[src/rtl/mem_bus_arbiter_if.sv]
// Request/ready burst bus between N masters, the arbiter and one slave port.
// The master modport is the arbiter's view; slave is the complementary view.
interface mem_bus_arbiter_if #(
  parameter int unsigned N_MASTERS = 4,
  parameter int unsigned DATA_W    = 16,
  parameter int unsigned ADDR_W    = 22
);
  logic [N_MASTERS-1:0]        m_request;
  logic [N_MASTERS-1:0]        m_write_enable;
  logic [N_MASTERS-1:0]        m_last4;
  logic [N_MASTERS*ADDR_W-1:0] m_address;
  logic [N_MASTERS*DATA_W-1:0] m_data_write;
  logic [N_MASTERS-1:0]        m_ready;
  logic [DATA_W-1:0]           m_data_read;
  logic                        s_request;
  logic                        s_write_enable;
  logic                        s_last4;
  logic [ADDR_W-1:0]           s_address;
  logic [DATA_W-1:0]           s_data_write;
  logic                        s_ready;
  logic [DATA_W-1:0]           s_data_read;
  logic [N_MASTERS-1:0]        grant;

  modport master (
    input  m_request, m_write_enable, m_last4, m_address, m_data_write, s_ready, s_data_read,
    output m_ready, m_data_read, s_request, s_write_enable, s_last4, s_address, s_data_write,
           grant
  );

  modport slave (
    output m_request, m_write_enable, m_last4, m_address, m_data_write, s_ready, s_data_read,
    input  m_ready, m_data_read, s_request, s_write_enable, s_last4, s_address, s_data_write,
           grant
  );
endinterface

[src/rtl/mem_bus_arbiter.sv]
// N-master burst arbiter onto a single slave port: round-robin or fixed priority,
// optional burst cap with automatic last4, one-cycle release gap between grants.
module mem_bus_arbiter #(
  parameter int unsigned N_MASTERS   = 4,
  parameter int unsigned DATA_W      = 16,
  parameter int unsigned ADDR_W      = 22,
  parameter int unsigned MAX_BURST   = 64,
  parameter bit          ROUND_ROBIN = 1'b1
) (
  input logic               clk,
  input logic               reset_n,
  mem_bus_arbiter_if.master bus
);
  localparam int unsigned IDX_W = (N_MASTERS > 1) ? $clog2(N_MASTERS) : 1;
  localparam int unsigned CNT_W = (MAX_BURST > 1) ? $clog2(MAX_BURST) : 1;

  typedef enum logic [1:0] {StIdle, StGrant, StRelease} state_e;

  state_e               state_q, state_d;
  logic [N_MASTERS-1:0] grant_q, grant_d;
  logic [IDX_W-1:0]     gidx_q, gidx_d;
  logic [IDX_W-1:0]     rr_ptr_q, rr_ptr_d;
  logic [CNT_W-1:0]     beat_cnt_q, beat_cnt_d;
  logic                 seen_ready_q, seen_ready_d;

  logic [N_MASTERS-1:0] req;
  logic                 cur_req, beat, last_beat, cap_last4;
  logic [IDX_W-1:0]     ptr_inc;

  function automatic logic [IDX_W-1:0] pick(input logic [N_MASTERS-1:0] r,
                                            input logic [IDX_W-1:0] ptr);
    logic [IDX_W-1:0] win;
    logic             found;
    win   = '0;
    found = 1'b0;
    for (int k = 0; k < int'(N_MASTERS); k++) begin
      int j;
      j = ROUND_ROBIN ? (int'(ptr) + k) % int'(N_MASTERS) : k;
      if (!found && r[IDX_W'(j)]) begin
        win   = IDX_W'(j);
        found = 1'b1;
      end
    end
    return win;
  endfunction

  function automatic logic [N_MASTERS-1:0] onehot(input logic [IDX_W-1:0] idx);
    logic [N_MASTERS-1:0] v;
    v      = '0;
    v[idx] = 1'b1;
    return v;
  endfunction

  assign req       = bus.m_request;
  assign cur_req   = req[gidx_q];
  // A master dropping its request in the same cycle as s_ready is not a beat.
  assign beat      = (state_q == StGrant) && cur_req && bus.s_ready;
  assign ptr_inc   = (gidx_q == IDX_W'(N_MASTERS - 1)) ? '0 : gidx_q + IDX_W'(1);
  assign cap_last4 = (MAX_BURST != 0) && ((32'(beat_cnt_q) + 32'd4) >= MAX_BURST);
  assign last_beat = (MAX_BURST != 0) && beat && (32'(beat_cnt_q) == MAX_BURST - 1);

  always_comb begin
    state_d      = state_q;
    grant_d      = grant_q;
    gidx_d       = gidx_q;
    rr_ptr_d     = rr_ptr_q;
    beat_cnt_d   = beat_cnt_q;
    seen_ready_d = seen_ready_q;
    unique case (state_q)
      StIdle: begin
        if (|req) begin
          state_d      = StGrant;
          gidx_d       = pick(req, rr_ptr_q);
          grant_d      = onehot(gidx_d);
          beat_cnt_d   = '0;
          seen_ready_d = 1'b0;
        end
      end
      StGrant: begin
        if (beat) beat_cnt_d = beat_cnt_q + CNT_W'(1);
        if (bus.s_ready) seen_ready_d = 1'b1;
        if (!cur_req || (seen_ready_q && !bus.s_ready) || last_beat) state_d = StRelease;
      end
      StRelease: begin
        // Grant and data mux stay on the old winner so the trailing write beat lands.
        rr_ptr_d     = ptr_inc;
        beat_cnt_d   = '0;
        seen_ready_d = 1'b0;
        if (|req) begin
          state_d = StGrant;
          gidx_d  = pick(req, ptr_inc);
          grant_d = onehot(gidx_d);
        end else begin
          state_d = StIdle;
          grant_d = '0;
        end
      end
      default: state_d = StIdle;
    endcase
  end

  always_comb begin
    bus.m_data_read    = bus.s_data_read;
    bus.m_ready        = '0;
    bus.s_request      = 1'b0;
    bus.s_last4        = 1'b0;
    bus.s_write_enable = 1'b0;
    bus.s_address      = '0;
    bus.s_data_write   = '0;
    bus.grant          = grant_q;
    if (state_q != StIdle) begin
      bus.s_write_enable = bus.m_write_enable[gidx_q];
      bus.s_address      = bus.m_address[int'(gidx_q)*ADDR_W +: ADDR_W];
      bus.s_data_write   = bus.m_data_write[int'(gidx_q)*DATA_W +: DATA_W];
    end
    if (state_q == StGrant) begin
      bus.s_request       = cur_req;
      bus.s_last4         = bus.m_last4[gidx_q] | cap_last4;
      bus.m_ready[gidx_q] = bus.s_ready;
    end
  end

  always_ff @(posedge clk or negedge reset_n) begin
    if (!reset_n) begin
      state_q      <= StIdle;
      grant_q      <= '0;
      gidx_q       <= '0;
      rr_ptr_q     <= '0;
      beat_cnt_q   <= '0;
      seen_ready_q <= 1'b0;
    end else begin
      state_q      <= state_d;
      grant_q      <= grant_d;
      gidx_q       <= gidx_d;
      rr_ptr_q     <= rr_ptr_d;
      beat_cnt_q   <= beat_cnt_d;
      seen_ready_q <= seen_ready_d;
    end
  end
endmodule
[src/flat_wrapper.sv]
// flat-port wrapper written by rule: the top's interface ports become plain ports
module mem_bus_arbiter_flat 
#(
  parameter int unsigned N_MASTERS   = 4,
  parameter int unsigned DATA_W      = 16,
  parameter int unsigned ADDR_W      = 22,
  parameter int unsigned MAX_BURST   = 64,
  parameter bit          ROUND_ROBIN = 1'b1
)
  (clk, reset_n, bus_m_request, bus_m_write_enable, bus_m_last4, bus_m_address, bus_m_data_write, bus_s_ready, bus_s_data_read, bus_m_ready, bus_m_data_read, bus_s_request, bus_s_write_enable, bus_s_last4, bus_s_address, bus_s_data_write, bus_grant);
  mem_bus_arbiter_if #(.N_MASTERS(N_MASTERS), .DATA_W(DATA_W), .ADDR_W(ADDR_W)) bus_i ();
  input logic clk;
  input logic reset_n;
  input wire logic [$bits(bus_i.m_request)-1:0] bus_m_request;
  input wire logic [$bits(bus_i.m_write_enable)-1:0] bus_m_write_enable;
  input wire logic [$bits(bus_i.m_last4)-1:0] bus_m_last4;
  input wire logic [$bits(bus_i.m_address)-1:0] bus_m_address;
  input wire logic [$bits(bus_i.m_data_write)-1:0] bus_m_data_write;
  input wire logic [$bits(bus_i.s_ready)-1:0] bus_s_ready;
  input wire logic [$bits(bus_i.s_data_read)-1:0] bus_s_data_read;
  output wire logic [$bits(bus_i.m_ready)-1:0] bus_m_ready;
  output wire logic [$bits(bus_i.m_data_read)-1:0] bus_m_data_read;
  output wire logic [$bits(bus_i.s_request)-1:0] bus_s_request;
  output wire logic [$bits(bus_i.s_write_enable)-1:0] bus_s_write_enable;
  output wire logic [$bits(bus_i.s_last4)-1:0] bus_s_last4;
  output wire logic [$bits(bus_i.s_address)-1:0] bus_s_address;
  output wire logic [$bits(bus_i.s_data_write)-1:0] bus_s_data_write;
  output wire logic [$bits(bus_i.grant)-1:0] bus_grant;
  assign bus_i.m_request = bus_m_request;
  assign bus_i.m_write_enable = bus_m_write_enable;
  assign bus_i.m_last4 = bus_m_last4;
  assign bus_i.m_address = bus_m_address;
  assign bus_i.m_data_write = bus_m_data_write;
  assign bus_i.s_ready = bus_s_ready;
  assign bus_i.s_data_read = bus_s_data_read;
  assign bus_m_ready = bus_i.m_ready;
  assign bus_m_data_read = bus_i.m_data_read;
  assign bus_s_request = bus_i.s_request;
  assign bus_s_write_enable = bus_i.s_write_enable;
  assign bus_s_last4 = bus_i.s_last4;
  assign bus_s_address = bus_i.s_address;
  assign bus_s_data_write = bus_i.s_data_write;
  assign bus_grant = bus_i.grant;
  mem_bus_arbiter #(.N_MASTERS(N_MASTERS), .DATA_W(DATA_W), .ADDR_W(ADDR_W), .MAX_BURST(MAX_BURST), .ROUND_ROBIN(ROUND_ROBIN)) u_core (.clk(clk), .reset_n(reset_n), .bus(bus_i));
endmodule
[config.mk]
export PLATFORM = sky130hd
export DESIGN_NAME = mem_bus_arbiter_flat
export DESIGN_NICKNAME = d
export VERILOG_FILES = /design/src/rtl/mem_bus_arbiter_if.sv /design/src/rtl/mem_bus_arbiter.sv /design/src/flat_wrapper.sv
export SDC_FILE = /design/constraint.sdc
export NUM_CORES = 1
export LEC_CHECK = 0
export CORE_AREA = 2 2 99 101
export CTS_CLUSTER_DIAMETER = 80
export CTS_CLUSTER_SIZE = 25
export DETAILED_ROUTE_END_ITERATION = 8
export DIE_AREA = 0 0 101 103
export GPL_TIMING_DRIVEN = 1
export PLACE_DENSITY = 0.84
export SETUP_SLACK_MARGIN = 0.05
export SLEW_MARGIN = 15
export SYNTH_ARGS = -nofsm -noshare
export SYNTH_HDL_FRONTEND = slang
export SYNTH_SLANG_ARGS = --single-unit
[constraint.sdc]
create_clock -name clk -period 2.5 [get_ports clk]
set_clock_uncertainty 0.2 [all_clocks]
set_input_delay 0.375 -clock clk [delete_from_list [all_inputs] [get_ports clk]]
set_output_delay 0.375 -clock clk [all_outputs]
set_load 0.05 [all_outputs]
Run 1, PDN straps and rails:
Bar = 20 um. Pins as bars on the die edge.
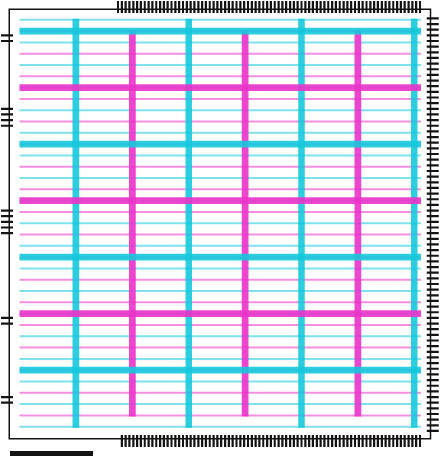
Key: magenta = VDD; cyan = VSS
37 met1 rails follow the rows. 7 straps on met4. 248 signal pins sit on the boundary. 7 straps on met5.

Run 1, cell classes on the final placement:
Bar = 20 um.
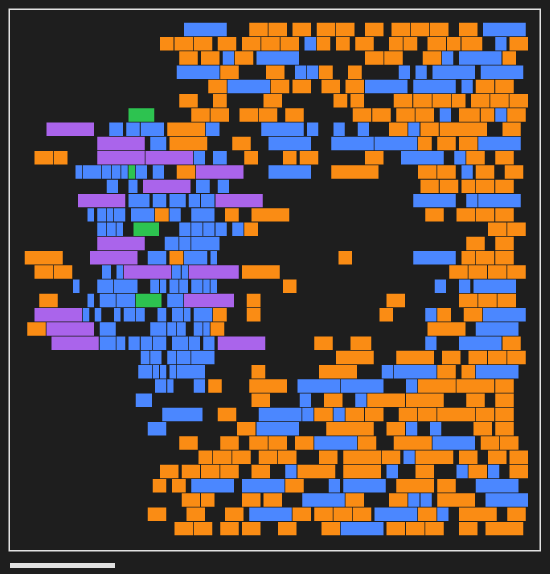
Key: green = clock drivers and dummy loads [cells 4, share of their area 0.92%]; blue = combinational and other logic [cells 181, share of their area 38%]; orange = remaining buffers and delay cells [cells 239, share of their area 53%]; purple = sequential cells [cells 17, share of their area 8.7%]

==> reports/qor.json, run 1 <==
{
  "clkPwrFrac": 0.032,
  "critical-path-top-delay-family": "multiplexers",
  "die_y_um": 103,
  "non_clock_buffer_area_share": 0.511,
  "crit_path_cells": "buf_4 > buf_4 > mux4_2 > and2_2 > buf_4",
  "cts_htree_levels": 1,
  "rr_endpoint": "u_core.bus.grant[1]",
  "postSynthCellCount": 231,
  "layout.comb_gates.multi_input": 175,
  "place.detailed.hpwl_mm": 9.15,
  "maxUsedRoutingLayer": "met4",
  "die.size.x_um": 101,
  "core_ar_um2": 9460,
  "boundaryPins": 248,
  "final-hold-violation-count": 0,
  "drtAntennaViolNets": 0,
  "leakage_nw": 2.01,
  "clk-power_w": 0.000209,
  "power.combinational.total_w": 0.00587,
  "drc": 0,
  "power.sequential.total_w": 0.000483,
  "path_clk_slew_ns": 0.07,
  "n_sequential_cell": 17,
  "grt_use_met3": 0.0319,
  "nNonClkBuffers": 239,
  "setup_viol_count_final": 0,
  "worst_r2r_startpoint": "u_core.gidx_q[0]",
  "die-area_um2": 10400,
  "setup_slack_ns": 0.0778,
  "timing.reg2reg.setup_slack_ns": 0.21,
  "vdd.ir_drop.worst_mv": 0.553,
  "synth_warnings": 0,
  "grt_start_max_net_pins": 40,
  "p_seq_frac": 0.074,
  "outcome": "completed",
  "finalSetupTns_ns": 0,
  "gr-max-usage-layer": "met2",
  "mostFrequentLayoutCell": "sky130_fd_sc_hd__clkdlybuf4s50_1",
  "yosys-top-cells-count": "sky130_fd_sc_hd__mux4_2, sky130_fd_sc_hd__nor2b_1, sky130_fd_sc_hd__buf_4, sky130_fd_sc_hd__dfrtp_1, sky130_fd_sc_hd__nand3_1",
  "antenna_cells_inserted": 0,
  "timing_worst_setup_path_type": "reg2out",
  "timing.final.crit_share": 0.969,
  "comb_area_share": 0.362,
  "topCellsByArea": "sky130_fd_sc_hd__mux4_2, sky130_fd_sc_hd__dfrtp_1, sky130_fd_sc_hd__nor2b_1, sky130_fd_sc_hd__buf_4, sky130_fd_sc_hd__ha_1",
  "placement_rows": 36,
  "grt_antenna_before_repair": 0,
  "met1_length_mm": 4.07,
  "numPlacedInstances": 542,
  "area_growth_pct": 103
}
Run 1, clock wires, drivers and flops:
Bar = 20 um.
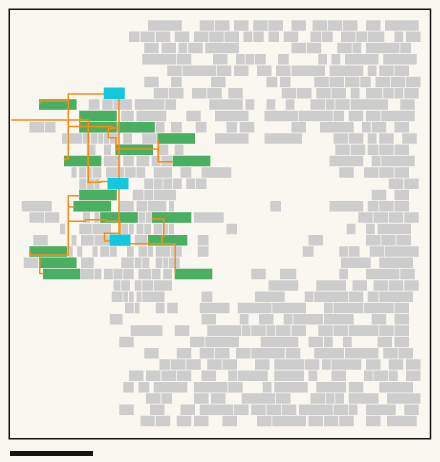
Key: orange = clock wires [length 246 um]; cyan = clock drivers [count 3]; green = flip-flops [count 17]
There are 4 routed clock nets.

Run 1, routed metal, one color a layer:
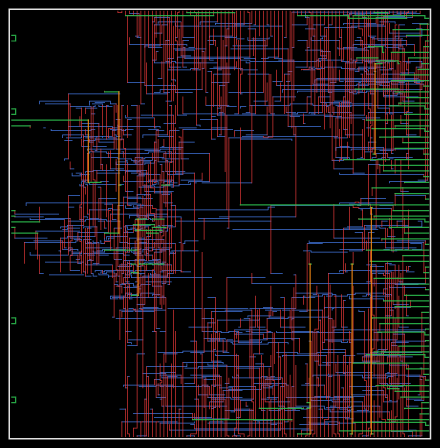
Key: green = metal 3 [wire length 864 um]; blue = metal 1 [wire length 4070 um]; red = metal 2 [wire length 6030 um]; orange = metal 4 [wire length 225 um]

## Run 2: what changed since run 1
--- a/config.mk
+++ b/config.mk
@@ -5,6 +5,7 @@
 export SDC_FILE = /design/constraint.sdc
 export NUM_CORES = 1
 export LEC_CHECK = 0
+export CAP_MARGIN = 30
 export CORE_AREA = 2 2 99 101
 export CTS_CLUSTER_DIAMETER = 80
 export CTS_CLUSTER_SIZE = 25
Run 2, routing congestion:
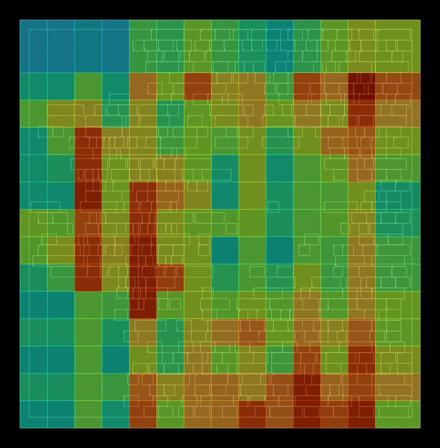
GRT Overall Usage: 0.194
routed length per placed instance: 20.2 um
GR Util met1: 0.223
met2 capacity usage during global routing: 0.371

Run 2, clock wires, drivers and flops:
Bar = 20 um.
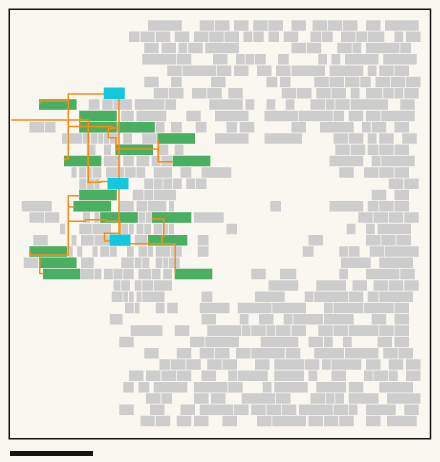
Key: green = flip-flops [count 17]; cyan = clock drivers [count 3]; orange = clock wires [length 246 um]
There are 4 routed clock nets.

==> reports/qor.json, run 2 <==
{
  "outcome": "completed",
  "n_sequential_cell": {"value": 17, "change": "unchanged"},
  "layout.comb_gates.multi_input": {"value": 175, "change": "unchanged"},
  "non_clock_buffer_area_share": {"value": 0.511, "change": "unchanged"},
  "comb_area_share": {"value": 0.362, "change": "unchanged"},
  "grt_use_met3": {"value": 0.0319, "change": "unchanged"},
  "power.combinational.total": {"value": 0.00587, "unit": "W", "change": "about the same"},
  "rr_endpoint": "u_core.bus.grant[1]",
  "topCellsByArea": "sky130_fd_sc_hd__mux4_2, sky130_fd_sc_hd__dfrtp_1, sky130_fd_sc_hd__nor2b_1, sky130_fd_sc_hd__buf_4, sky130_fd_sc_hd__ha_1",
  "timing.final.crit_share": {"value": 0.969, "change": "unchanged"},
  "die.size.x": {"value": 101, "unit": "um", "change": "unchanged"},
  "leakage": {"value": 2.01, "unit": "nW", "change": "unchanged"},
  "synth_warnings": {"value": 0, "change": "unchanged"},
  "gr-max-usage-layer": "met2",
  "placement_rows": {"value": 36, "change": "unchanged"},
  "numPlacedInstances": {"value": 542, "change": "unchanged"},
  "p_seq_frac": {"value": 0.074, "change": "about the same"},
  "drtAntennaViolNets": {"value": 0, "change": "unchanged"},
  "met1_length": {"value": 4.07, "unit": "mm", "change": "unchanged"},
  "place.detailed.hpwl": {"value": 9.15, "unit": "mm", "change": "unchanged"},
  "area_growth": {"value": 103, "unit": "%", "change": "unchanged"},
  "boundaryPins": {"value": 248, "change": "unchanged"},
  "setup_viol_count_final": {"value": 0, "change": "unchanged"},
  "clkPwrFrac": {"value": 0.032, "change": "about the same"},
  "clk-power": {"value": 0.000209, "unit": "W", "change": "about the same"},
  "timing_worst_setup_path_type": "reg2out",
  "worst_r2r_startpoint": "u_core.gidx_q[0]",
  "nNonClkBuffers": {"value": 239, "change": "unchanged"},
  "drc": {"value": 0, "change": "unchanged"},
  "die_y": {"value": 103, "unit": "um", "change": "unchanged"},
  "cts_htree_levels": {"value": 1, "change": "unchanged"},
  "yosys-top-cells-count": "sky130_fd_sc_hd__mux4_2, sky130_fd_sc_hd__nor2b_1, sky130_fd_sc_hd__buf_4, sky130_fd_sc_hd__dfrtp_1, sky130_fd_sc_hd__nand3_1",
  "die-area": {"value": 10400, "unit": "um^2", "change": "unchanged"},
  "critical-path-top-delay-family": "multiplexers",
  "power.sequential.total": {"value": 0.000483, "unit": "W", "change": "about the same"},
  "postSynthCellCount": {"value": 231, "change": "unchanged"},
  "maxUsedRoutingLayer": "met4",
  "timing.reg2reg.setup_slack": {"value": 0.21, "unit": "ns", "change": "about the same"},
  "finalSetupTns": {"value": 0, "unit": "ns", "change": "unchanged"}
}
## Run 3: what changed since run 2
--- a/config.mk
+++ b/config.mk
@@ -6,11 +6,11 @@
 export NUM_CORES = 1
 export LEC_CHECK = 0
 export CAP_MARGIN = 30
-export CORE_AREA = 2 2 99 101
+export CORE_AREA = 2 2 139 73
 export CTS_CLUSTER_DIAMETER = 80
 export CTS_CLUSTER_SIZE = 25
 export DETAILED_ROUTE_END_ITERATION = 8
-export DIE_AREA = 0 0 101 103
+export DIE_AREA = 0 0 141 75
 export GPL_TIMING_DRIVEN = 1
 export PLACE_DENSITY = 0.84
 export SETUP_SLACK_MARGIN = 0.05
Run 3, PDN straps and rails:
Bar = 50 um. Pins as bars on the die edge.
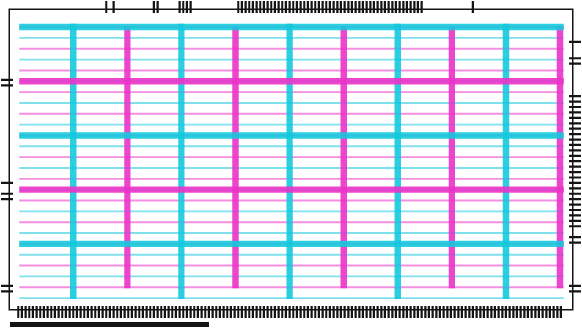
Key: cyan = VSS; magenta = VDD
26 met1 rails follow the rows. The core has 25 rows.

Run 3, clock wires, drivers and flops:
Bar = 50 um.
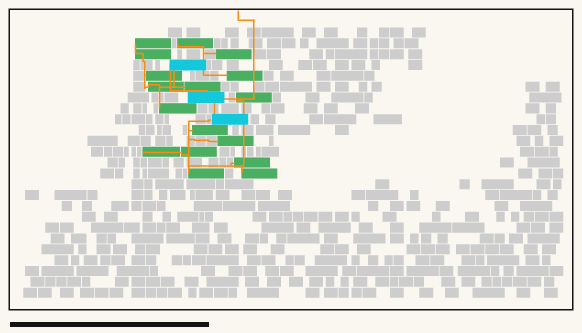
Key: orange = clock wires [length 208 um]; cyan = clock drivers [count 3]; green = flip-flops [count 17]
There are 4 routed clock nets.

==> reports/qor.json, run 3 <==
{
  "setup_viol_count_final": {"value": 0, "change": "unchanged"},
  "met1_length": {"value": 4.37, "unit": "mm", "change": "+7.3%"},
  "drc": {"value": 0, "change": "unchanged"},
  "power.sequential.total": {"value": 0.000501, "unit": "W", "change": "+4%"},
  "comb_area_share": {"value": 0.386, "change": "+0.0237"},
  "nNonClkBuffers": {"value": 230, "change": "-3.8%"},
  "yosys-top-cells-count": "sky130_fd_sc_hd__mux4_2, sky130_fd_sc_hd__nor2b_1, sky130_fd_sc_hd__buf_4, sky130_fd_sc_hd__dfrtp_1, sky130_fd_sc_hd__nand3_1",
  "p_seq_frac": {"value": 0.086, "change": "+0.012"},
  "postSynthCellCount": {"value": 231, "change": "unchanged"},
  "grt_use_met1": {"value": 0.238, "change": "+0.0146"},
  "place.detailed.hpwl": {"value": 8.60, "unit": "mm", "change": "-6.0%"},
  "timing.final.crit_share": {"value": 0.959, "change": "-0.0101"},
  "rr_endpoint": "u_core.bus.grant[3]",
  "numPlacedInstances": {"value": 548, "change": "+1.1%"},
  "maxUsedRoutingLayer": "met4",
  "grtUsageTotal": {"value": 0.186, "change": "-0.00862"},
  "synth_warnings": {"value": 0, "change": "unchanged"},
  "topCellsByArea": "sky130_fd_sc_hd__mux4_2, sky130_fd_sc_hd__dfrtp_1, sky130_fd_sc_hd__nor2b_1, sky130_fd_sc_hd__buf_4, sky130_fd_sc_hd__ha_1",
  "use_met2": {"value": 0.340, "change": "-0.0304"},
  "outcome": "completed",
  "clk-power": {"value": 0.000315, "unit": "W", "change": "+51%"},
  "grt_use_met3": {"value": 0.0318, "change": "-0.0000578"},
  "cts_htree_levels": {"value": 1, "change": "unchanged"},
  "layout.comb_gates.multi_input": {"value": 175, "change": "unchanged"},
  "leakage": {"value": 1.89, "unit": "nW", "change": "-6.0%"},
  "clkPwrFrac": {"value": 0.054, "change": "+0.022"},
  "timing_worst_setup_path_type": "reg2out",
  "die_y": {"value": 75, "unit": "um", "change": "-27%"},
  "die-area": {"value": 10600, "unit": "um^2", "change": "+1.7%"}
}
Power is estimated from default activity; no workload was simulated.
